## src/rtl/prime_candidate_gen_pkg.sv

```systemverilog
// Shared types and helpers for the prime candidate search controller.
package prime_gen_pkg;

    // Explicit encodings keep the state values identical to the legacy netlist.
    typedef enum logic [2:0] {
        ST_IDLE   = 3'd0,
        ST_GATHER = 3'd1,
        ST_LAUNCH = 3'd2,
        ST_WAIT   = 3'd3,
        ST_HOLD   = 3'd4,
        ST_FAIL   = 3'd5
    } state_e;

    function automatic int unsigned nwords(input int unsigned wordsize, input int unsigned rand_w);
        return (wordsize + rand_w - 1) / rand_w;
    endfunction

    function automatic int unsigned cnt_inc_sat(input int unsigned cnt, input int unsigned max_cnt);
        return (cnt >= max_cnt) ? max_cnt : cnt + 1;
    endfunction

    function automatic logic cnt_is_last(input int unsigned cnt, input int unsigned max_cnt);
        return (cnt + 1) == max_cnt;
    endfunction

endpackage

```

## src/rtl/prime_candidate_gen_assembler.sv

```systemverilog
// Packs consecutive random words into an odd WORDSIZE-bit candidate.
module candidate_assembler
    import prime_gen_pkg::*;
#(
    parameter int unsigned WORDSIZE  = 31,
    parameter int unsigned RAND_W    = 16,
    parameter bit          FORCE_MSB = 1'b1
) (
    input  logic                clk,
    input  logic                reset,
    input  logic                load,
    input  logic [RAND_W-1:0]   rand_in,
    output logic                done,
    output logic [WORDSIZE-1:0] candidate
);

    localparam int unsigned NWORDS = nwords(WORDSIZE, RAND_W);
    localparam int unsigned WIDE_W = NWORDS * RAND_W;
    localparam int unsigned KW     = (NWORDS > 1) ? $clog2(NWORDS) : 1;
    localparam logic [KW-1:0] K_LAST = KW'(NWORDS - 1);

    logic [KW-1:0]       k_q, k_d;
    logic [WORDSIZE-1:0] cand_q, cand_d;
    logic [WIDE_W-1:0]   wide;

    // Words land in a word-aligned scratch vector; bits above WORDSIZE fall off on truncation.
    always_comb begin
        k_d    = k_q;
        cand_d = cand_q;
        wide   = '0;
        wide[WORDSIZE-1:0] = cand_q;
        done   = load && (k_q == K_LAST);
        if (load) begin
            wide[32'(k_q) * RAND_W +: RAND_W] = rand_in;
            cand_d = wide[WORDSIZE-1:0];
            if (done) begin
                cand_d[0] = 1'b1;
                if (FORCE_MSB) begin
                    cand_d[WORDSIZE-1] = 1'b1;
                end
                k_d = '0;
            end else begin
                k_d = k_q + KW'(1);
            end
        end
    end

    always_ff @(posedge clk) begin
        if (reset) begin
            k_q    <= '0;
            cand_q <= '0;
        end else begin
            k_q    <= k_d;
            cand_q <= cand_d;
        end
    end

    assign candidate = cand_q;

endmodule

```

## src/rtl/prime_candidate_gen.sv

```systemverilog
// Prime search controller: draws odd candidates, drives miller_rabin, returns a prime or times out.
module prime_candidate_gen
    import prime_gen_pkg::*;
#(
    parameter int unsigned WORDSIZE  = 31,
    parameter int unsigned RAND_W    = 16,
    parameter int unsigned MAX_TRIES = 64,
    parameter bit          FORCE_MSB = 1'b1,
    parameter int unsigned CNT_W     = $clog2(MAX_TRIES + 1)
) (
    input  logic                clk,
    input  logic                reset,
    input  logic                start,
    input  logic [RAND_W-1:0]   rand_in,
    output logic                rand_en,
    output logic [WORDSIZE-1:0] mr_candidate,
    output logic                mr_reset,
    input  logic                mr_finish,
    input  logic                mr_prime,
    output logic [WORDSIZE-1:0] prime_out,
    output logic                prime_valid,
    input  logic                prime_ready,
    output logic                busy,
    output logic [CNT_W-1:0]    attempts,
    output logic                timeout
);

    state_e              state_q, state_d;
    logic [CNT_W-1:0]    attempts_q, attempts_d;
    logic [WORDSIZE-1:0] prime_q, prime_d;
    logic                blank_q;
    logic                asm_done;

    candidate_assembler #(
        .WORDSIZE  (WORDSIZE),
        .RAND_W    (RAND_W),
        .FORCE_MSB (FORCE_MSB)
    ) u_asm (
        .clk       (clk),
        .reset     (reset),
        .load      (rand_en),
        .rand_in   (rand_in),
        .done      (asm_done),
        .candidate (mr_candidate)
    );

    always_comb begin
        state_d    = state_q;
        attempts_d = attempts_q;
        prime_d    = prime_q;
        case (state_q)
            ST_IDLE: begin
                if (start) begin
                    state_d    = ST_GATHER;
                    attempts_d = '0;
                end
            end
            ST_GATHER: begin
                if (asm_done) begin
                    state_d = ST_LAUNCH;
                end
            end
            ST_LAUNCH: state_d = ST_WAIT;
            ST_WAIT: begin
                // blank_q masks the finish flag left over from the previous run of the tester.
                if (!blank_q && mr_finish) begin
                    attempts_d = CNT_W'(cnt_inc_sat(32'(attempts_q), MAX_TRIES));
                    if (mr_prime) begin
                        prime_d = mr_candidate;
                        state_d = ST_HOLD;
                    end else if (cnt_is_last(32'(attempts_q), MAX_TRIES)) begin
                        state_d = ST_FAIL;
                    end else begin
                        state_d = ST_GATHER;
                    end
                end
            end
            ST_HOLD: begin
                if (prime_ready) begin
                    state_d = ST_IDLE;
                end
            end
            ST_FAIL: state_d = ST_IDLE;
            default: state_d = ST_IDLE;
        endcase
    end

    always_ff @(posedge clk) begin
        if (reset) begin
            state_q    <= ST_IDLE;
            attempts_q <= '0;
            prime_q    <= '0;
            blank_q    <= 1'b0;
        end else begin
            state_q    <= state_d;
            attempts_q <= attempts_d;
            prime_q    <= prime_d;
            blank_q    <= (state_q == ST_LAUNCH);
        end
    end

    assign rand_en     = (state_q == ST_GATHER);
    assign mr_reset    = (state_q != ST_WAIT);
    assign busy        = (state_q != ST_IDLE);
    assign prime_valid = (state_q == ST_HOLD);
    assign timeout     = (state_q == ST_FAIL);
    assign prime_out   = prime_q;
    assign attempts    = attempts_q;

endmodule
```

## config.mk

```make
export PLATFORM = sky130hd
export DESIGN_NAME = prime_candidate_gen
export DESIGN_NICKNAME = d
export VERILOG_FILES = /design/src/rtl/prime_candidate_gen_pkg.sv /design/src/rtl/prime_candidate_gen_assembler.sv /design/src/rtl/prime_candidate_gen.sv
export SDC_FILE = /design/constraint.sdc
export NUM_CORES = 1
export LEC_CHECK = 0
export CAP_MARGIN = 0
export CORE_MARGIN = 4
export CORE_UTILIZATION = 46
export DETAILED_ROUTE_END_ITERATION = 16
export HOLD_SLACK_MARGIN = 0.02
export MAX_ROUTING_LAYER = met4
export PLACE_DENSITY = 0.81
export SETUP_SLACK_MARGIN = 0.02
export SLEW_MARGIN = 20
export SYNTH_ARGS = -nofsm -noshare
export SYNTH_HDL_FRONTEND = slang
export SYNTH_SLANG_ARGS = --single-unit
```

## constraint.sdc

```tcl
create_clock -name clk -period 1.7 [get_ports clk]
set_input_delay 0.255 -clock clk [delete_from_list [all_inputs] [get_ports clk]]
set_output_delay 0.255 -clock clk [all_outputs]
set_load 0.02 [all_outputs]
```

==> run_1/pins.png <==
Drawn at 6 px/um. Pins as bars across the die edge, other pins in gray.
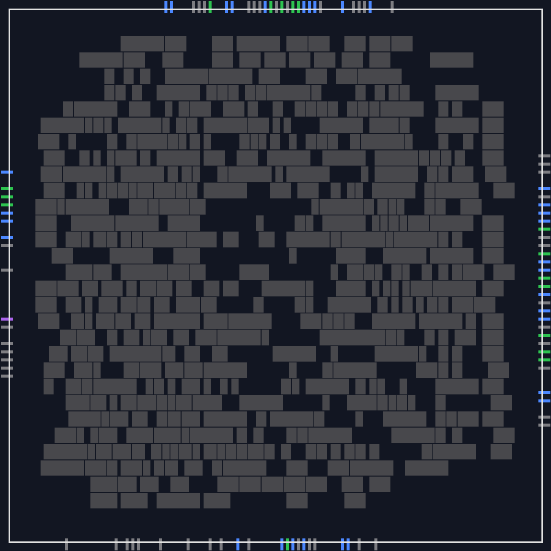
purple -> mr_finish  # pins 1, direction input, edge west
blue -> mr_candidate  # pins 31, direction output, edge 11 east, 10 north, 6 south, 4 west
green -> rand_in  # pins 16, direction input, edge 7 east, 5 north, 3 west, 1 south
all pins by edge = 30 east, 28 north, 22 south, 16 west
Die Wd: 88.6 um
chip height: 88.6 um

==> run_1/port_nets.png <==
Drawn at 3 px/um.
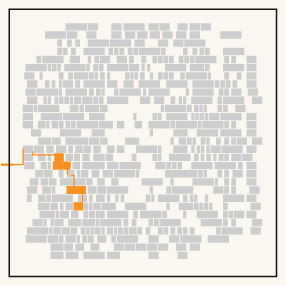
orange -> mr_finish  # direction input, end cells 6, buffers 2, wire 46.5 um
IO Count: 96
IO buf count: 95

==> run_1/final_placement.png <==
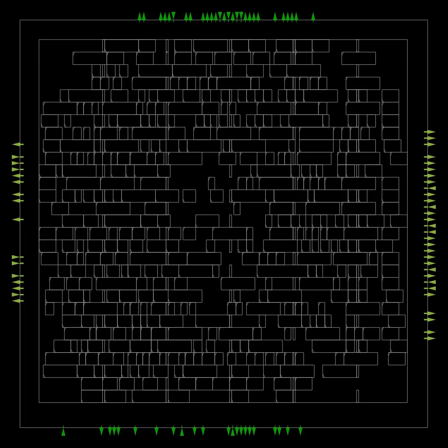
Std-Cell Rows: 29
non-filler cells in the finished layout: 545
final core utilization: 0.678
Core Region: 6310 um^2
Tap Cells: 77

==> deck_impl_summary.md, run 1 <==
Flow Results at a Glance

Setup path
  – Worst Setup EP: mr_candidate[1]
  – R2r startpoint: state_q[2]$_SDFFE_PP0P_
  – Buffers & Inverters on Critical Path: 1
  – Reg-to-Reg End: attempts[2]$_SDFFE_PP0P_
  – Crit-path leading delay family: buffers and inverters
  – Maximum cell stage delay along the critical path: roughly 0.65 ns
  – CP Class: reg -> out
  – Worst EP arrival: 1.35 ns
  – CP startpoint: u_asm.candidate[1]$_SDFFE_PP0P_
  – WP data required: roughly 1.4 ns
  – Worst Path Max Fanout: 3
  – Sequence of cells on the critical path: clkdlybuf4s50_1
  – Worst setup SP type: register
  – Critical path depth in cells: 1
  – Setup crit end kind: output port
  – Reg2reg path depth: 5
  – Flop-to-flop setup slack: 0.17 ns
  – Slowest-stage cell, CP: clkdlybuf4s50_1

CTS
  – PostCTS Resize Cnt: 15
  – Root buffer cell: clkbuf_8
  – Maximum buffer depth of the clock tree: 2
  – H-tree depth: 3
  – CTS Hold Bufs: 0
  – TritonCTS clock tree: built
  – CTS Buf Count: 9
  – Insertion Delay late pin: between 0.3 and 0.4 ns
  – Clock-pin slew on the worst setup and hold paths: roughly 0.08 ns
  – Post-CTS setup buffers: 0
  – Clock sink count: 74

Finish
  – Fillers: ~540
  – Top cells excl fill/tap: 82 x clkdlybuf4s50_1, 71 x dfxtp_1, 65 x nand2_1
  – Comb gates: about 250
  – # nets final: approximately 490
  – ANT cells: 0
  – ClkCell Share: 0.0453
  – Cell area after layout: about 4300 um^2
  – Registers: around 74
  – Area grow syn2layout: 43.4%
  – Inverters: 10
  – Sequential share of cell area: 0.347
  – Layout cells sized above 1: 0.113
  – Signal buffers: between 100 and 150
  – Register area: roughly 1500 um^2
  – Max-area cell class: flip-flops and latches
  – NonClk Buf Share: 0.264
  – Top cell excl fill/tap: clkdlybuf4s50_1
  – Combinational fraction of the cell area: 0.312
  – Layout clock buffer count: 10
  – Gate Area: between 1000 and 1500 um^2

Global route
  – Pin count of the biggest net entering global routing: roughly 48
  – Met2 Resource Use GR: 0.369
  – Global routing usage on met1: 0.262
  – Grt total ovfl: 0
  – Antenna violations before repair: 0
  – Global routing usage on met3: 0.0363
  – First-pass GRT wire length: ~13 mm
  – GRT busiest layer: met2
  – Gr usage total: 0.222
  – Vias in the first global route: 2901

Placement
  – Cell Area, Placed: 4080 um^2
  – Routability cong.: 0.906
  – Dpl cells: about 530
  – Pre-CTS setup slack: -0.0672 ns
  – Hpwl dp: between 5 and 6 mm

Synthesis
  – Avg Cell Area, Syn: 8.23 um^2
  – Main logic family after synthesis: simple AND/OR/NAND/NOR gates
  – Yosys cell count: about 360
  – Synthesized instance count: ~360
  – EDFF count, synth: 0
  – Flops after synth: approximately 74
  – Synth warnings: 0
  – Ys async rst share: 0
  – Most used flip-flop cell: dfxtp_1
  – Synth Area in Compound Gates: 0.200
  – Adder Share, Synth: 0.00838
  – Synth unique cells: approximately 44
  – Xor/xnor share: 0
  – MUX area fraction: 0.00670
  – Floorplan net count: 387
  – Seq share, synth: 0.496
  – Yosys stat area: 2990 um^2
  – Simple share: 0.231
  – Mapped cell area: 2990 um^2

Final timing
  – Fin worst setup slack: 0.0968 ns
  – # setup viols final: 0
  – Tcrit/Tclk final: 0.943
  – Final Max Tran Viols: 0
  – RSZ-0062 raised after global routing: false
  – Final min period: about 1.6 ns
  – TNS Setup: 0 ns
  – Slew headroom: 0.679
  – Max frequency: roughly 620 MHz
  – Worst Skew: between 0.01 and 0.015 ns
  – Hold slack: about 0.32 ns
  – Final tally of hold violations: 0
  – Worst-margin pin slew: 0.481 ns

Min path
  – Hold depth: 3
  – Min-delay worst type: in -> reg
  – HP Start: reset
  – Worst Hold Endpoint: attempts[6]$_SDFFE_PP0P_

Routing
  – Final ANT Viol Nets: 0
  – Metal3 WL: approximately 540 um
  – Initial DRC Count: 177
  – Final wirelength: about 8.4 mm
  – DR DRC count: 0
  – DR WL/cell: around 15 um
  – Routed met2 length: a little over 4 mm
  – Top layer used by detailed routing: met4
  – Metal-1 WL: approximately 3.6 mm
  – Vias/cell: approximately 5.6
  – Drt pass-1 iters: 5
  – Via count: a little over 3000

Power and ir drop
  – P per Cell Area: about 850 nW/um^2
  – Leakage: 1.57 nW
  – Power Total: ~3.7 mW
  – Worst IR Drop VDD: 0.535 mV

Job
  – OpenROAD warnings: 28
  – Max-Cap Viols: 0

Status
  – Status: complete, no violations

Die
  – Floorplan Utilization: 0.473
  – Chip footprint: between 7000 and 8000 um^2
run 1: Yosys cell counts (all sizes together), types with 2 or more instances:
master   count  area (um^2)
dfxtp       74         1480
nand2       65          244
a21oi       62          314
nand3       36          180
o21ai       32          160
clkbuf      20         77.6
buf         11         57.6
inv         10         37.5
nor2         6         22.5
nor4b        4         41.3
o221ai       4         35.0
and3b        3         26.3
nand4        3         18.8
a2111oi      2         25.0
a22oi        2         15.0
and4b        2         20.0
ha           2         25.0
mux2i        2         20.0
nand2b       2         12.5
nand3b       2         15.0
nand4b       2         17.5
nor3         2         10.0
nor3b        2         20.0
run 1: power by group:
| part | leakage (nW) | internal (mW) | switching (mW) |
|---|---|---|---|
| combinational | 0.881 | 0.213 | 0.261 |
| clock | 0.0889 | 0.681 | 0.671 |
| sequential | 0.601 | 1.78 | 0.0484 |
==> run 2: changes to the inputs <==
- REMOVE_ABC_BUFFERS: not set -> 1
==> run_2/port_nets.png <==
Drawn at 3 px/um.
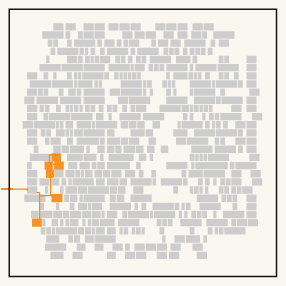

==> run_2/metal_stack.png <==
Drawn at 3 px/um. Only two layers are drawn.
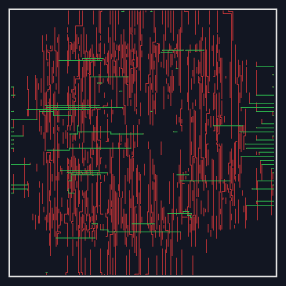
red -> met2  # wire length 4390 um
green -> met3  # wire length 491 um
via count: 3053
DR WL/cell: 16.0 um
final wirelength: 8.73 mm
gr usage total: 0.239

==> deck_impl_summary.md, run 2 <==
Flow Results at a Glance

Setup path
  – Slowest-stage cell, CP: or3_4
  – Critical path depth in cells: 2
  – Worst setup SP type: register
  – R2r startpoint: state_q[0]$_SDFFE_PP0P_
  – Reg2reg path depth: 4
  – CP startpoint: state_q[0]$_SDFFE_PP0P_
  – Crit-path leading delay family: simple AND/OR/NAND/NOR gates
  – Sequence of cells on the critical path: or3_4, clkdlybuf4s15_2
  – Buffers & Inverters on Critical Path: 1
  – Worst Setup EP: busy
  – Flop-to-flop setup slack: about 0.080 ns

Final timing
  – # setup viols final: 0
  – Slew headroom: 0.700
  – RSZ-0062 raised after global routing: true
  – Worst-margin pin slew: roughly 0.45 ns
  – Fin worst setup slack: 0.0713 ns
  – Final Max Tran Viols: 0
  – TNS Setup: 0 ns
  – Worst Skew: 0.0127 ns
  – Max frequency: 614 MHz
  – Tcrit/Tclk final: 0.958
  – Final tally of hold violations: 0
  – Hold slack: about 0.38 ns
  – Final min period: between 1.5 and 2 ns

Synthesis
  – EDFF count, synth: 0
  – Ys async rst share: 0
  – Synth unique cells: 44
  – Synth warnings: 0
  – Seq share, synth: 0.496
  – Dominant cell by count in the synthesized netlist: dfxtp_1
  – Flops after synth: between 70 and 80
  – Top cells by area: dfxtp_1 50%, a21oi_1 10%, nand2_1 8.2%, nand3_1 6.0%, o21ai_0 5.0%
  – Yosys stat area: between 2000 and 3000 um^2

Routing
  – Drt pass-1 iters: 10
  – Final ANT Viol Nets: 0
  – Vias/cell: 5.60
  – DR DRC count: 1

Die
  – Floorplan Utilization: 0.473
  – Core Region: between 6000 and 7000 um^2
  – Chip height: 88.6 um
  – Die Wd: 88.6 um
  – Std-Cell Rows: 29
  – Chip footprint: approximately 7800 um^2

Power and ir drop
  – Seq pwr: ~1.8 mW
  – Clock share of power: 0.373
  – P_comb: about 0.50 mW
  – NetSw: approximately 0.98 mW
  – Clock group: between 1 and 1.5 mW
  – Comb power frac: 0.134
  – P per Cell Area: between 800 and 900 nW/um^2
  – Power Total: 3.71 mW
  – Leakage: between 1.5 and 2 nW

Global route
  – Grt total ovfl: 0
  – Pin count of the biggest net entering global routing: ~42
  – Vias in the first global route: just under 3000
  – First-pass GRT wire length: ~14 mm

Finish
  – Top cell excl fill/tap: clkdlybuf4s50_1
  – NonClk Buf Share: 0.261
  – # nets final: around 490
  – Comb gates: 248
  – Sequential share of cell area: 0.346
  – Combinational fraction of the cell area: 0.314
  – Inverters: 10
  – Top cells excl fill/tap: 83 x clkdlybuf4s50_1, 72 x dfxtp_1, 65 x nand2_1
  – Registers: roughly 74
  – Signal buffers: between 100 and 150
  – Area grow syn2layout: 43.6%
  – Non-filler cells in the finished layout: 545
  – ClkCell Share: 0.0473
  – Final core utilization: 0.679
  – Layout cells sized above 1: 0.118

Status
  – Failing checks: DRC
  – Status: finished, violations left

Job
  – Max-Cap Viols: 0

CTS
  – H-tree depth: 3
  – Post-CTS setup buffers: 0
  – Root buffer cell: clkbuf_8
  – CTS Buf Count: 9
  – Insertion Delay late pin: 0.34 ns
  – PostCTS Resize Cnt: 18
  – Clock sink count: about 74

Placement
  – Pre-CTS setup slack: -0.101 ns
  – Routability cong.: roughly 0.86
  – Hpwl dp: ~6.0 mm
  – Dpl cells: between 500 and 600
  – IO buf count: 95
  – Cell Area, Placed: 4090 um^2

Min path
  – HP Start: reset
  – Worst Hold Endpoint: attempts[6]$_SDFFE_PP0P_
[run 2: cell counts after synthesis]
No cell type changed its count.
[run 2: logic make-up (layout without fill, tap and decap cells)]
kind of cell / Yosys count / in the layout / synth area share
simple gates: 136 / 136 / 0.231
compound gates: 108 / 108 / 0.200
flops: 74 / 74 / 0.496
buf+inv: 41 / 146 / 0.0578
fa+ha+maj: 2 / 2 / 0.00838
mux: 2 / 2 / 0.00670
[run 2: routing by layer]
layer | share of wire | up-vias | GRT usage
met5 | 0 | - | -
met4 | 0.018 | 0 | 0.0948
met3 | 0.056 | 10 | 0.0400
met2 | 0.50 | 111 | 0.388
met1 | 0.42 | 1463 | 0.297
li1 | - | 1469 | -
Power figures rest on the tool's default switching activity, not on a simulated workload.
